Fig. 1: the clock network
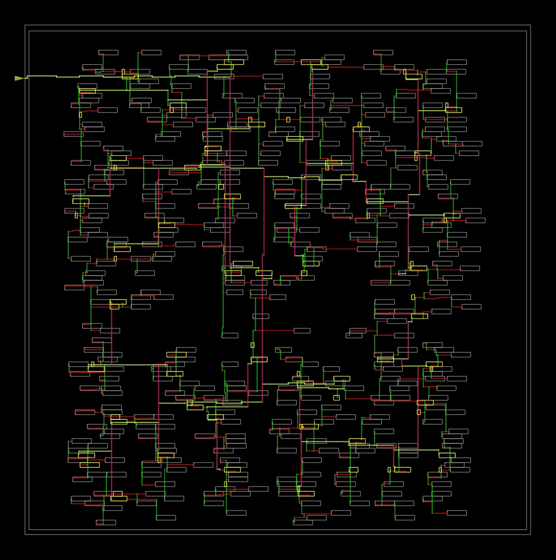
Fig. 2: clock wires, drivers and flops
Scale bar: 100 um.
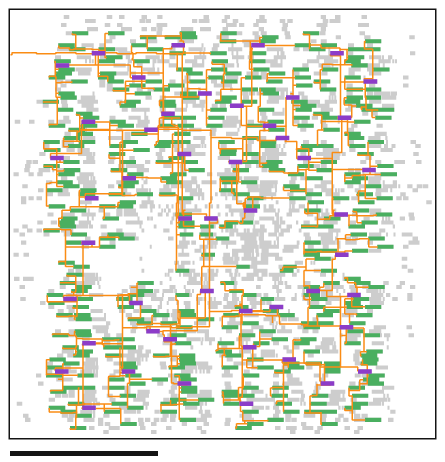
Fig. 3: placed cells, one colour a class
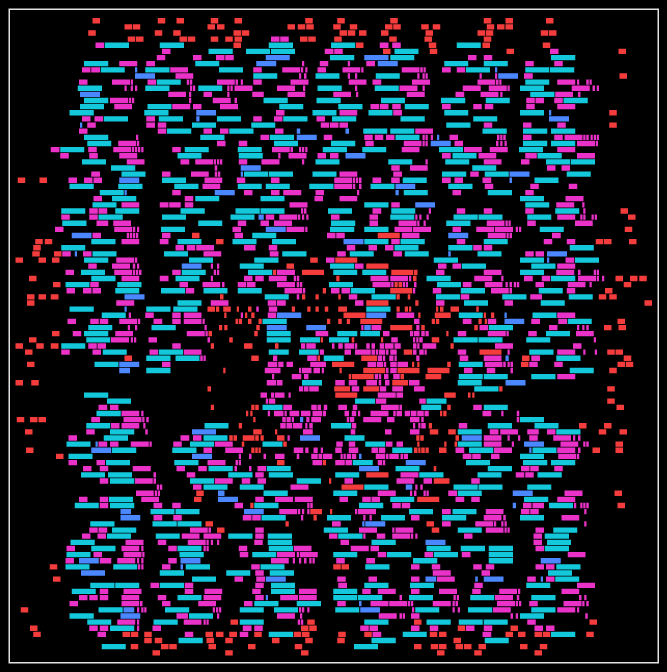
Fig. 4: register map, names as in the netlist
Other sequential cells in the stronger grey, the rest of the logic in the fainter grey.
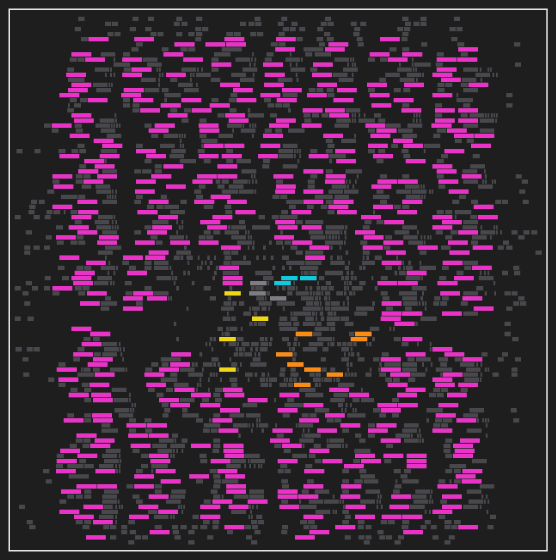
<file path="src/rtl/uop_queue_if.sv">
`default_nettype none
// ============================================================================
// Module   : uop_queue_if
// Brief    : Enqueue/dequeue handshake bundle for the decoded micro-op queue.
// Revision : 1.0 - initial release
// ============================================================================
interface uop_queue_if #(
    parameter int DEPTH  = 8,
    parameter int ENQ_W  = 2,
    parameter int DEQ_W  = 2,
    parameter int ITEM_W = 50
);
    localparam int c_CNT_W = $clog2(DEPTH + 1);

    logic                      flush;
    logic                      squash_shadow;
    logic [ENQ_W-1:0]          enq_valid;
    logic [ENQ_W*ITEM_W-1:0]   enq_item;
    logic                      enq_ready;
    logic [DEQ_W-1:0]          deq_valid;
    logic [DEQ_W*ITEM_W-1:0]   deq_item;
    logic [DEQ_W-1:0]          deq_killed;
    logic [DEQ_W-1:0]          deq_ready;
    logic [c_CNT_W-1:0]        count;

    // Producer/consumer side (decode + issue)
    modport master (
        output flush, squash_shadow, enq_valid, enq_item, deq_ready,
        input  enq_ready, deq_valid, deq_item, deq_killed, count
    );

    // Queue side
    modport slave (
        input  flush, squash_shadow, enq_valid, enq_item, deq_ready,
        output enq_ready, deq_valid, deq_item, deq_killed, count
    );
endinterface
`default_nettype wire

</file>
<file path="src/rtl/uop_queue.sv">
`default_nettype none
// ============================================================================
// Module   : uop_queue
// Brief    : Multi-lane in-order micro-op FIFO with flush and shadow squash.
// Revision : 1.0 - initial release
// ============================================================================
module uop_queue #(
    parameter int DEPTH  = 8,
    parameter int ENQ_W  = 2,
    parameter int DEQ_W  = 2,
    parameter int ITEM_W = 50
) (
    input  wire logic  clk,
    input  wire logic  rst_n,
    uop_queue_if.slave q
);
    localparam int c_PTR_W = $clog2(DEPTH);
    localparam int c_CNT_W = $clog2(DEPTH + 1);
    localparam int c_ENQ_CW = $clog2(ENQ_W + 1);
    localparam int c_DEQ_CW = $clog2(DEQ_W + 1);

    logic [ITEM_W-1:0]   r_data [DEPTH];
    logic [DEPTH-1:0]    r_kill;
    logic [c_PTR_W-1:0]  r_head;
    logic [c_PTR_W-1:0]  r_tail;
    logic [c_CNT_W-1:0]  r_count;

    logic                w_enq_ready;
    logic [c_ENQ_CW-1:0] w_n_enq;
    logic [c_DEQ_CW-1:0] w_n_deq;
    logic                w_enq_run;
    logic                w_deq_run;
    logic [DEQ_W-1:0]    w_deq_valid;
    logic [DEPTH-1:0]    w_resident;
    logic [DEPTH-1:0]    w_enq_hit;
    logic [DEPTH-1:0]    w_kill_next;

    // Space check uses only the registered count; same-cycle dequeues never help.
    assign w_enq_ready = (c_CNT_W'(DEPTH) - r_count) >= c_CNT_W'(ENQ_W);

    always_comb begin
        w_n_enq   = '0;
        w_enq_run = w_enq_ready;
        for (int i = 0; i < ENQ_W; i++) begin
            w_enq_run = w_enq_run & q.enq_valid[i];
            if (w_enq_run) begin
                w_n_enq = w_n_enq + c_ENQ_CW'(1);
            end
        end
    end

    always_comb begin
        w_n_deq   = '0;
        w_deq_run = 1'b1;
        for (int i = 0; i < DEQ_W; i++) begin
            w_deq_run = w_deq_run & w_deq_valid[i] & q.deq_ready[i];
            if (w_deq_run) begin
                w_n_deq = w_n_deq + c_DEQ_CW'(1);
            end
        end
    end

    generate
        for (genvar i = 0; i < DEQ_W; i++) begin : g_deq_lane
            logic [c_PTR_W-1:0] w_idx;
            assign w_idx          = r_head + c_PTR_W'(i);
            assign w_deq_valid[i] = r_count > c_CNT_W'(i);
            assign q.deq_item[i*ITEM_W +: ITEM_W] = r_data[w_idx];
            assign q.deq_killed[i] = r_kill[w_idx] & w_deq_valid[i];
        end
    endgenerate

    always_comb begin
        w_enq_hit = '0;
        for (int i = 0; i < ENQ_W; i++) begin
            if (c_ENQ_CW'(i) < w_n_enq) begin
                w_enq_hit[r_tail + c_PTR_W'(i)] = 1'b1;
            end
        end
    end

    // Squash only touches slots that were occupied before this edge.
    generate
        for (genvar j = 0; j < DEPTH; j++) begin : g_slot
            logic [c_PTR_W-1:0] w_off;
            assign w_off         = c_PTR_W'(j) - r_head;
            assign w_resident[j] = c_CNT_W'(w_off) < r_count;
            assign w_kill_next[j] = ~q.flush & ~w_enq_hit[j] &
                (r_kill[j] | (q.squash_shadow & w_resident[j] & r_data[j][0]));
        end
    endgenerate

    always_ff @(posedge clk or negedge rst_n) begin
        if (!rst_n) begin
            r_head  <= '0;
            r_tail  <= '0;
            r_count <= '0;
            r_kill  <= '0;
        end else if (q.flush) begin
            r_head  <= '0;
            r_tail  <= '0;
            r_count <= '0;
            r_kill  <= '0;
        end else begin
            r_head  <= r_head + c_PTR_W'(w_n_deq);
            r_tail  <= r_tail + c_PTR_W'(w_n_enq);
            r_count <= r_count + c_CNT_W'(w_n_enq) - c_CNT_W'(w_n_deq);
            r_kill  <= w_kill_next;
        end
    end

    // Payload storage needs no reset; occupancy is tracked by the pointers.
    always_ff @(posedge clk) begin
        for (int i = 0; i < ENQ_W; i++) begin
            if (!q.flush && (c_ENQ_CW'(i) < w_n_enq)) begin
                r_data[r_tail + c_PTR_W'(i)] <= q.enq_item[i*ITEM_W +: ITEM_W];
            end
        end
    end

    assign q.enq_ready = w_enq_ready;
    assign q.deq_valid = w_deq_valid;
    assign q.count     = r_count;

endmodule
`default_nettype wire
</file>
<file path="src/flat_wrapper.sv">
// flat-port wrapper written by rule: the top's interface ports become plain ports
module uop_queue_flat 
#(
    parameter int DEPTH  = 8,
    parameter int ENQ_W  = 2,
    parameter int DEQ_W  = 2,
    parameter int ITEM_W = 50
)
  (clk, rst_n, q_flush, q_squash_shadow, q_enq_valid, q_enq_item, q_deq_ready, q_enq_ready, q_deq_valid, q_deq_item, q_deq_killed, q_count);
  uop_queue_if #(.DEPTH(DEPTH), .ENQ_W(ENQ_W), .DEQ_W(DEQ_W), .ITEM_W(ITEM_W)) q_i ();
  input  wire logic clk;
  input  wire logic rst_n;
  input wire logic [$bits(q_i.flush)-1:0] q_flush;
  input wire logic [$bits(q_i.squash_shadow)-1:0] q_squash_shadow;
  input wire logic [$bits(q_i.enq_valid)-1:0] q_enq_valid;
  input wire logic [$bits(q_i.enq_item)-1:0] q_enq_item;
  input wire logic [$bits(q_i.deq_ready)-1:0] q_deq_ready;
  output wire logic [$bits(q_i.enq_ready)-1:0] q_enq_ready;
  output wire logic [$bits(q_i.deq_valid)-1:0] q_deq_valid;
  output wire logic [$bits(q_i.deq_item)-1:0] q_deq_item;
  output wire logic [$bits(q_i.deq_killed)-1:0] q_deq_killed;
  output wire logic [$bits(q_i.count)-1:0] q_count;
  assign q_i.flush = q_flush;
  assign q_i.squash_shadow = q_squash_shadow;
  assign q_i.enq_valid = q_enq_valid;
  assign q_i.enq_item = q_enq_item;
  assign q_i.deq_ready = q_deq_ready;
  assign q_enq_ready = q_i.enq_ready;
  assign q_deq_valid = q_i.deq_valid;
  assign q_deq_item = q_i.deq_item;
  assign q_deq_killed = q_i.deq_killed;
  assign q_count = q_i.count;
  uop_queue #(.DEPTH(DEPTH), .ENQ_W(ENQ_W), .DEQ_W(DEQ_W), .ITEM_W(ITEM_W)) u_core (.clk(clk), .rst_n(rst_n), .q(q_i));
endmodule
</file>
<file path="config.mk">
export PLATFORM = sky130hd
export DESIGN_NAME = uop_queue_flat
export DESIGN_NICKNAME = d
export VERILOG_FILES = /design/src/rtl/uop_queue_if.sv /design/src/rtl/uop_queue.sv /design/src/flat_wrapper.sv
export SDC_FILE = /design/constraint.sdc
export NUM_CORES = 1
export LEC_CHECK = 0
export CAP_MARGIN = 20
export CORE_AREA = 2 2 285 287
export DETAILED_ROUTE_END_ITERATION = 12
export DIE_AREA = 0 0 287 289
export GPL_TIMING_DRIVEN = 0
export PLACE_DENSITY = 0.46
export SLEW_MARGIN = 20
export SYNTH_ARGS = -nofsm -noshare
export SYNTH_HDL_FRONTEND = slang
export SYNTH_SLANG_ARGS = --single-unit
</file>
<file path="constraint.sdc">
create_clock -name clk -period 9.2 [get_ports clk]
set_input_delay 2.76 -clock clk [delete_from_list [all_inputs] [get_ports clk]]
set_output_delay 2.76 -clock clk [all_outputs]
set_load 0.02 [all_outputs]
</file>
==> results.tsv <==
metric	value	unit
numCtsBuffers	49	
drt_iter0_drc	1303	
status	completed	
topCombFamilyByArea	multiplexers	
grtUsageMet1	26.9	%
grt_max_degree	19	
fin_crit	8.94	ns
synth_top_area_share	48.9	%
path_delay_family	buffers and inverters	
drt_pass1_iterations	5	
fillers	7499	
vias	16000	
critical_path_class	reg2out	
worstSetupStartpoint	u_core.r_head[0]$_DFF_PN0_	
hold_viol_final	0	
wl_met2	44400	um
comb_share	38.0	%
instances_no_fill	3010	
drc	0	
p_leak	0.0104	uW
place_area	28800	sq um
ys.flops	418	
tns	0	ns
worstHoldPathType	reg2reg	
end_kind	output pin	
fin_crit_sh	97.2	%
cts_tree	done	
grt_usage	21.3	%
yosys.cell_types.count	47	
nets	2046	
buf_share	11.3	%
combinationalPower	4500	uW
largest_class	registers	
drv_slew	0	
setup_slack	0.260	ns
cp-start-kind	flop	
num-nonclk-buffers	359	
largestPowerGroup	combinational cells	
logic_area	11600	sq um
post_cts_resized	4	
reg2regPathDepth	13	
hold_path_end	u_core.r_head[0]$_DFF_PN0_	
About Fig. 1:
worst-skew pair later-pin latency: 0.59 ns
CLK BUF: 65

About Fig. 2:
- clock wires: orange (length 6350 um)
- clock drivers: purple (count 49)
- flip-flops: green (count 418)
- flops lie: widely spread
- routed clock nets: 50
clk pwr: 1960 uW
clk_skew: 0.0215 ns
clock power share: 22.3%

About Fig. 3:
- clock drivers and dummy loads: blue (cells 91; share of their area 5.4%)
- remaining buffers and delay cells: red (cells 359; share of their area 12%)
- combinational and other logic: magenta (cells 1079; share of their area 40%)
- sequential cells: cyan (cells 418; share of their area 43%)
CORE AREA: 79900 sq um
Site Rows: 104
final core area utilization: 38.1%

About Fig. 4:
- `u_core.r_kill`: orange (placed flops 8)
- `u_core.q.count`: yellow (placed flops 4; where middle)
- `u_core.r_tail`: cyan (placed flops 3)
- `u_core.r_data`: magenta (placed flops 400; where widely spread)
sequential share of cell area: 40.9%
Storage cell area: 12500 sq um
Power Sequential: 2350 uW

Power is estimated from default activity; no workload was simulated.
